**config.mk**
```make
export PLATFORM = sky130hd
export DESIGN_NAME = keypad_scanner
export DESIGN_NICKNAME = d
export VERILOG_FILES = /design/src/rtl/keypad_pkg.sv /design/src/rtl/keypad_scanner_row_sync.sv /design/src/rtl/keypad_scanner.sv
export SDC_FILE = /design/constraint.sdc
export NUM_CORES = 1
export LEC_CHECK = 0
export CORE_UTILIZATION = 40
export CTS_CLUSTER_DIAMETER = 50
export CTS_CLUSTER_SIZE = 14
export DETAILED_ROUTE_END_ITERATION = 16
export PLACE_DENSITY = 0.6
export SYNTH_ARGS = -nofsm -noshare
export SYNTH_HDL_FRONTEND = slang
export SYNTH_HIERARCHICAL = 1
export SYNTH_SLANG_ARGS = --single-unit
export TNS_END_PERCENT = 100
```
**constraint.sdc**
```tcl
create_clock -name clk -period 5.34 [get_ports clk]
set_clock_uncertainty 0.2 [all_clocks]
set_input_delay 1.068 -clock clk [delete_from_list [all_inputs] [get_ports clk]]
set_output_delay 1.068 -clock clk [all_outputs]
set_load 0.05 [all_outputs]
```
**src/rtl/keypad_pkg.sv**
```systemverilog
// ---------------------------------------------------------------------------
// keypad_pkg
//
// Shared definitions for the 4x4 keypad scanner:
//   - KEY_CANCEL / KEY_ENTER codes for the '*' and '#' keys, matching the
//     code space decoded by the vault combination logic
//   - scan_state_e, the scanner state machine encoding
//   - keymap(), which converts a (row, column) position into a 4-bit key code
// ---------------------------------------------------------------------------
package keypad_pkg;

  localparam logic [3:0] KEY_CANCEL = 4'hF;
  localparam logic [3:0] KEY_ENTER  = 4'hE;

  typedef enum logic [1:0] {
    SCAN     = 2'd0,
    DEBOUNCE = 2'd1,
    PRESSED  = 2'd2
  } scan_state_e;

  // Physical layout of the keypad:
  //   r0: 1 2 3 A
  //   r1: 4 5 6 B
  //   r2: 7 8 9 C
  //   r3: * 0 # D
  function automatic logic [3:0] keymap(input logic [1:0] row, input logic [1:0] col);
    logic [3:0] code;
    code = 4'h0;
    case ({row, col})
      4'h0: code = 4'h1;
      4'h1: code = 4'h2;
      4'h2: code = 4'h3;
      4'h3: code = 4'hA;
      4'h4: code = 4'h4;
      4'h5: code = 4'h5;
      4'h6: code = 4'h6;
      4'h7: code = 4'hB;
      4'h8: code = 4'h7;
      4'h9: code = 4'h8;
      4'hA: code = 4'h9;
      4'hB: code = 4'hC;
      4'hC: code = KEY_CANCEL;
      4'hD: code = 4'h0;
      4'hE: code = KEY_ENTER;
      4'hF: code = 4'hD;
      default: code = 4'h0;
    endcase
    return code;
  endfunction

endpackage

```
**src/rtl/keypad_scanner_row_sync.sv**
```systemverilog
// ---------------------------------------------------------------------------
// row_sync
//
// Two-flop synchronizer for the four asynchronous, active-low row inputs.
// Resets to all-ones so that a reset looks like "no row pulled low".
//
// Ports:
//   clk         in  1  system clock
//   reset       in  1  synchronous, active-high reset
//   row_n_in    in  4  raw row sense lines (asynchronous, active-low)
//   row_n_sync  out 4  row sense lines synchronized to clk
// ---------------------------------------------------------------------------
module row_sync (
  input  logic       clk,
  input  logic       reset,
  input  logic [3:0] row_n_in,
  output logic [3:0] row_n_sync
);

  logic [3:0] meta_q, meta_d;
  logic [3:0] sync_q, sync_d;

  always_comb begin
    meta_d = row_n_in;
    sync_d = meta_q;
  end

  always_ff @(posedge clk) begin
    if (reset) begin
      meta_q <= 4'hF;
      sync_q <= 4'hF;
    end else begin
      meta_q <= meta_d;
      sync_q <= sync_d;
    end
  end

  assign row_n_sync = sync_q;

endmodule

```
**src/rtl/keypad_scanner.sv**
```systemverilog
// ---------------------------------------------------------------------------
// keypad_scanner
//
// Scans a 4x4 matrix keypad one column at a time, debounces presses and
// releases, and presents one key code per press with n-key lockout.
//
// Parameters:
//   SCAN_DIV          clock cycles each column is driven (>= 4)
//   DEBOUNCE_SAMPLES  consecutive identical samples to accept press/release (>= 2)
//
// Ports:
//   clk        in  1  system clock
//   reset      in  1  synchronous, active-high reset
//   col_n      out 4  column drive, active-low, exactly one bit low
//   row_n      in  4  row sense, active-low, asynchronous
//   key_valid  out 1  high while a debounced key is held
//   key_code   out 4  code of the most recently accepted key
//
// Build option:
//   KEYPAD_GHOST_REJECT_EN  when defined, a sample with more than one row low
//                           is treated as "no hit"; otherwise the lowest-index
//                           low row is used.
// ---------------------------------------------------------------------------
module keypad_scanner
  import keypad_pkg::*;
#(
  parameter int unsigned SCAN_DIV         = 50000,
  parameter int unsigned DEBOUNCE_SAMPLES = 4
) (
  input  logic       clk,
  input  logic       reset,
  output logic [3:0] col_n,
  input  logic [3:0] row_n,
  output logic       key_valid,
  output logic [3:0] key_code
);

  localparam int unsigned DWELL_W = (SCAN_DIV > 1) ? $clog2(SCAN_DIV) : 1;
  localparam int unsigned CNT_W   = $clog2(DEBOUNCE_SAMPLES + 1);

  localparam logic [DWELL_W-1:0] DWELL_LAST = DWELL_W'(SCAN_DIV - 1);
  localparam logic [CNT_W-1:0]   CNT_LAST   = CNT_W'(DEBOUNCE_SAMPLES - 1);
  localparam logic [CNT_W-1:0]   CNT_ONE    = CNT_W'(1);

  logic [3:0] row_n_sync;

  row_sync u_row_sync (
    .clk        (clk),
    .reset      (reset),
    .row_n_in   (row_n),
    .row_n_sync (row_n_sync)
  );

  scan_state_e        state_q,     state_d;
  logic [DWELL_W-1:0] dwell_q,     dwell_d;
  logic [1:0]         col_q,       col_d;
  logic [CNT_W-1:0]   match_q,     match_d;
  logic [CNT_W-1:0]   release_q,   release_d;
  logic [1:0]         hit_row_q,   hit_row_d;
  logic [3:0]         key_code_q,  key_code_d;
  logic               key_valid_q, key_valid_d;

  logic [3:0] row_low;
  logic       sample_hit;
  logic [1:0] sample_row;
  logic       sample_match;
  logic       dwell_end;

  // Row decode: pick the lowest-index low row. With ghost rejection enabled,
  // several rows low at once is treated as an unreliable sample.
  always_comb begin
    row_low    = ~row_n_sync;
    sample_row = 2'd3;
    if (row_low[0]) begin
      sample_row = 2'd0;
    end else if (row_low[1]) begin
      sample_row = 2'd1;
    end else if (row_low[2]) begin
      sample_row = 2'd2;
    end
`ifdef KEYPAD_GHOST_REJECT_EN
    sample_hit = (row_low != 4'h0) && ((row_low & (row_low - 4'd1)) == 4'h0);
`else
    sample_hit = (row_low != 4'h0);
`endif
    sample_match = sample_hit && (sample_row == hit_row_q);
  end

  // Dwell timer: the sample is the synchronized rows on the last dwell cycle.
  always_comb begin
    dwell_end = (dwell_q == DWELL_LAST);
    dwell_d   = dwell_end ? '0 : dwell_q + DWELL_W'(1);
  end

  // Scanner FSM. Every decision is made only on the last cycle of a dwell,
  // so the column register, and therefore col_n, only ever changes on the
  // first cycle of the following dwell.
  always_comb begin
    state_d    = state_q;
    col_d      = col_q;
    match_d    = match_q;
    release_d  = release_q;
    hit_row_d  = hit_row_q;
    key_code_d = key_code_q;

    if (dwell_end) begin
      case (state_q)
        SCAN: begin
          if (sample_hit) begin
            // The first hit already counts as one matching sample.
            state_d   = DEBOUNCE;
            hit_row_d = sample_row;
            match_d   = CNT_ONE;
          end else begin
            col_d = col_q + 2'd1;
          end
        end

        DEBOUNCE: begin
          if (sample_match) begin
            if (match_q == CNT_LAST) begin
              state_d    = PRESSED;
              key_code_d = keymap(hit_row_q, col_q);
              match_d    = '0;
              release_d  = '0;
            end else begin
              match_d = match_q + CNT_ONE;
            end
          end else begin
            state_d = SCAN;
            col_d   = col_q + 2'd1;
            match_d = '0;
          end
        end

        PRESSED: begin
          // Column stays parked on the held key; any other sample, including
          // a different row, counts toward release.
          if (sample_match) begin
            release_d = '0;
          end else if (release_q == CNT_LAST) begin
            state_d   = SCAN;
            col_d     = col_q + 2'd1;
            release_d = '0;
          end else begin
            release_d = release_q + CNT_ONE;
          end
        end

        default: begin
          state_d   = SCAN;
          match_d   = '0;
          release_d = '0;
        end
      endcase
    end

    // Valid rises one cycle after the code loads (state_q is already PRESSED)
    // and drops on the same edge the release completes and the column moves.
    key_valid_d = (state_q == PRESSED) && (state_d == PRESSED);
  end

  always_ff @(posedge clk) begin
    if (reset) begin
      state_q     <= SCAN;
      dwell_q     <= '0;
      col_q       <= 2'd0;
      match_q     <= '0;
      release_q   <= '0;
      hit_row_q   <= 2'd0;
      key_code_q  <= 4'h0;
      key_valid_q <= 1'b0;
    end else begin
      state_q     <= state_d;
      dwell_q     <= dwell_d;
      col_q       <= col_d;
      match_q     <= match_d;
      release_q   <= release_d;
      hit_row_q   <= hit_row_d;
      key_code_q  <= key_code_d;
      key_valid_q <= key_valid_d;
    end
  end

  // One-hot-low decode of a registered index: exactly one column is low.
  assign col_n     = ~(4'b0001 << col_q);
  assign key_valid = key_valid_q;
  assign key_code  = key_code_q;

endmodule

```
Fig. 1: met1 routing
Scale bar: 20 um. Supply wires on this layer in grey.
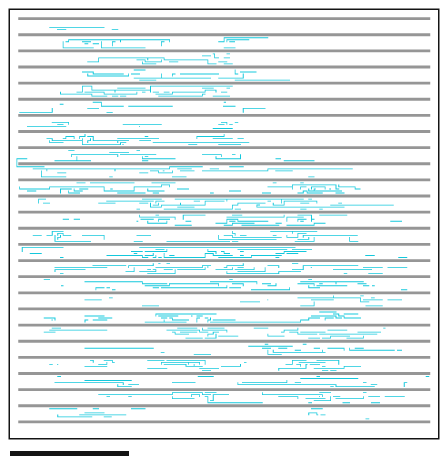
main direction = horizontal
share of all routed wire = 52%
wire length on this layer = 1740 um
nets with wire on the layer = 222
final WL: 3310 um
M1 GR Usage: 18.5%
DR vias: 1454

Fig. 2: signal wires on met2
Cells faint in the background.
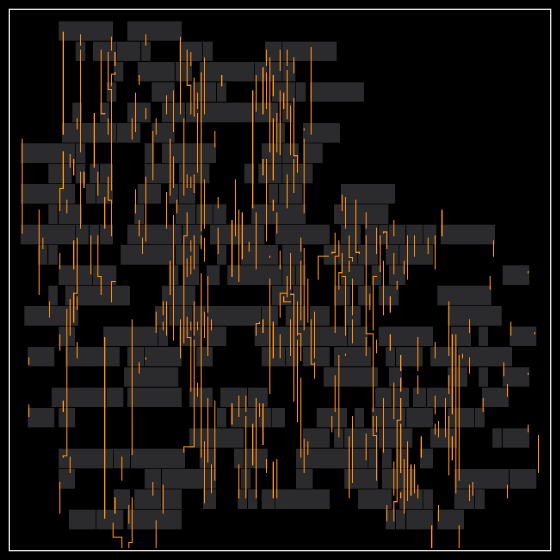
nets with wire on the layer = 191
main direction = vertical
share of all routed wire = 42%
longest straight run = 24.5 um
wire length on this layer = 1400 um
routing usage on met2: 21.7%

Fig. 3: signal wires on met3
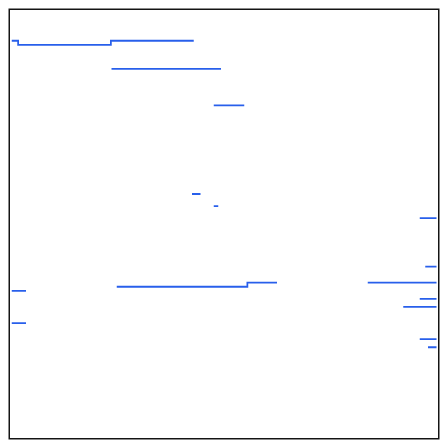
wire length on this layer = 115 um
longest straight run = 21.8 um
main direction = horizontal
nets with wire on the layer = 11
met3 Use GR: 4.72%

==> run notes <==
flow finished, numbers: Commonest Layout Cell dfxtp_1, Fin Setup TNS 0 ps, number of non-clock inverters 12, fraction of area in multi-input gates 46.9%, clock share of power 37.7%, Synthesized registers 41, cell type with the largest total area dfxtp_1, Mapped Nets 232, Worst Hold Class flop to flop, CP startpoint col_q[0], bufs w/o clock 16, post-route ant nets 0, run status finished clean, # Taps 67, internal power 411 uW, yosys aoi share 13.2%, drt drc 0, total power 533 uW, Post-CTS Resized 0, post-synthesis async set-or-reset flop share 0%, die area 0.00521 mm^2, reg2reg path depth 5, crit path DAT 1910 ps, Max VDD drop 0.149 mV, fraction of area in registers 36.5%, Tmin final 3180 ps, Cell Type Count 44, first-pass GRT wire length 5800 um, ClkCell Share 3.90%, Seq share, synth 41.7%, floorplan utilization 41.7%, number of global-route vias before repair 1313, Crit Reg-Reg Endpoint col_q[0], area delta synth->final 14.1%, number of warnings in the stage logs 31
Fig. 4: routing congestion map
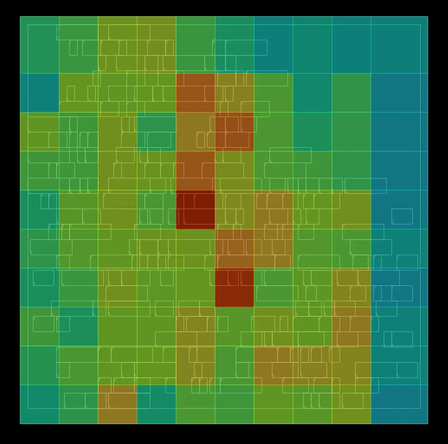
layer with the highest usage: met2
final core occ: 47.6%
wire per inst: 11.0 um
Global Route Usage Sum: 14.3%

Fig. 5: signal metal coverage by tile
14 x 14 tiles, from dark blue (low) to red (high), scaled to the fullest tile. Values are wire area over tile area, all layers added.
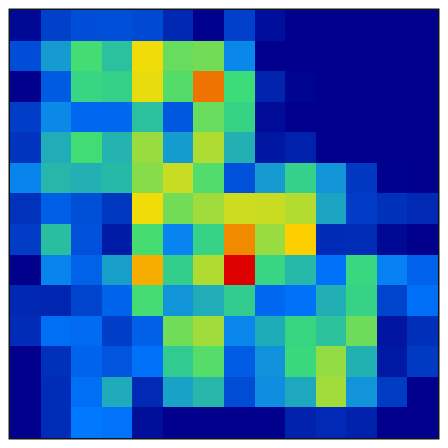
emptiest ninth of the die = north-east
mean over tiles = 0.10
densest ninth of the die = centre
tiles over half the peak = 17%
nearly empty tiles = 22%
fullest tile = 0.38

## power by group through the flow
| stage | combinational [uW] | sequential, uW | clock, uW |
|---|---|---|---|
| after floorplan | 12.7 | 320 | 0 |
| after global placement | 19.1 | 320 | 0 |
| after detailed placement | 19.2 | 320 | 0 |
| after CTS | 19.3 | 313 | 209 |
| after global routing | 21.6 | 314 | 223 |
| final | 19.0 | 313 | 201 |
## kinds of logic after synthesis
family          count (synthesis)
fa+ha+maj                       9
buf+inv                        20
simple gates                   90
mux                             7
xor+xnor                       13
compound gates                 37
flops                          41
## state kept, by name (all words and copies together) (netlist names)
register / cells
col_q: 2
dwell_q: 16
hit_row_q: 2
key_code: 4
key_valid: 1
match_q: 3
release_q: 3
state_q: 2
u_row_sync/meta_q: 4
u_row_sync/row_n_sync: 4
Power and IR drop assume default switching activity.
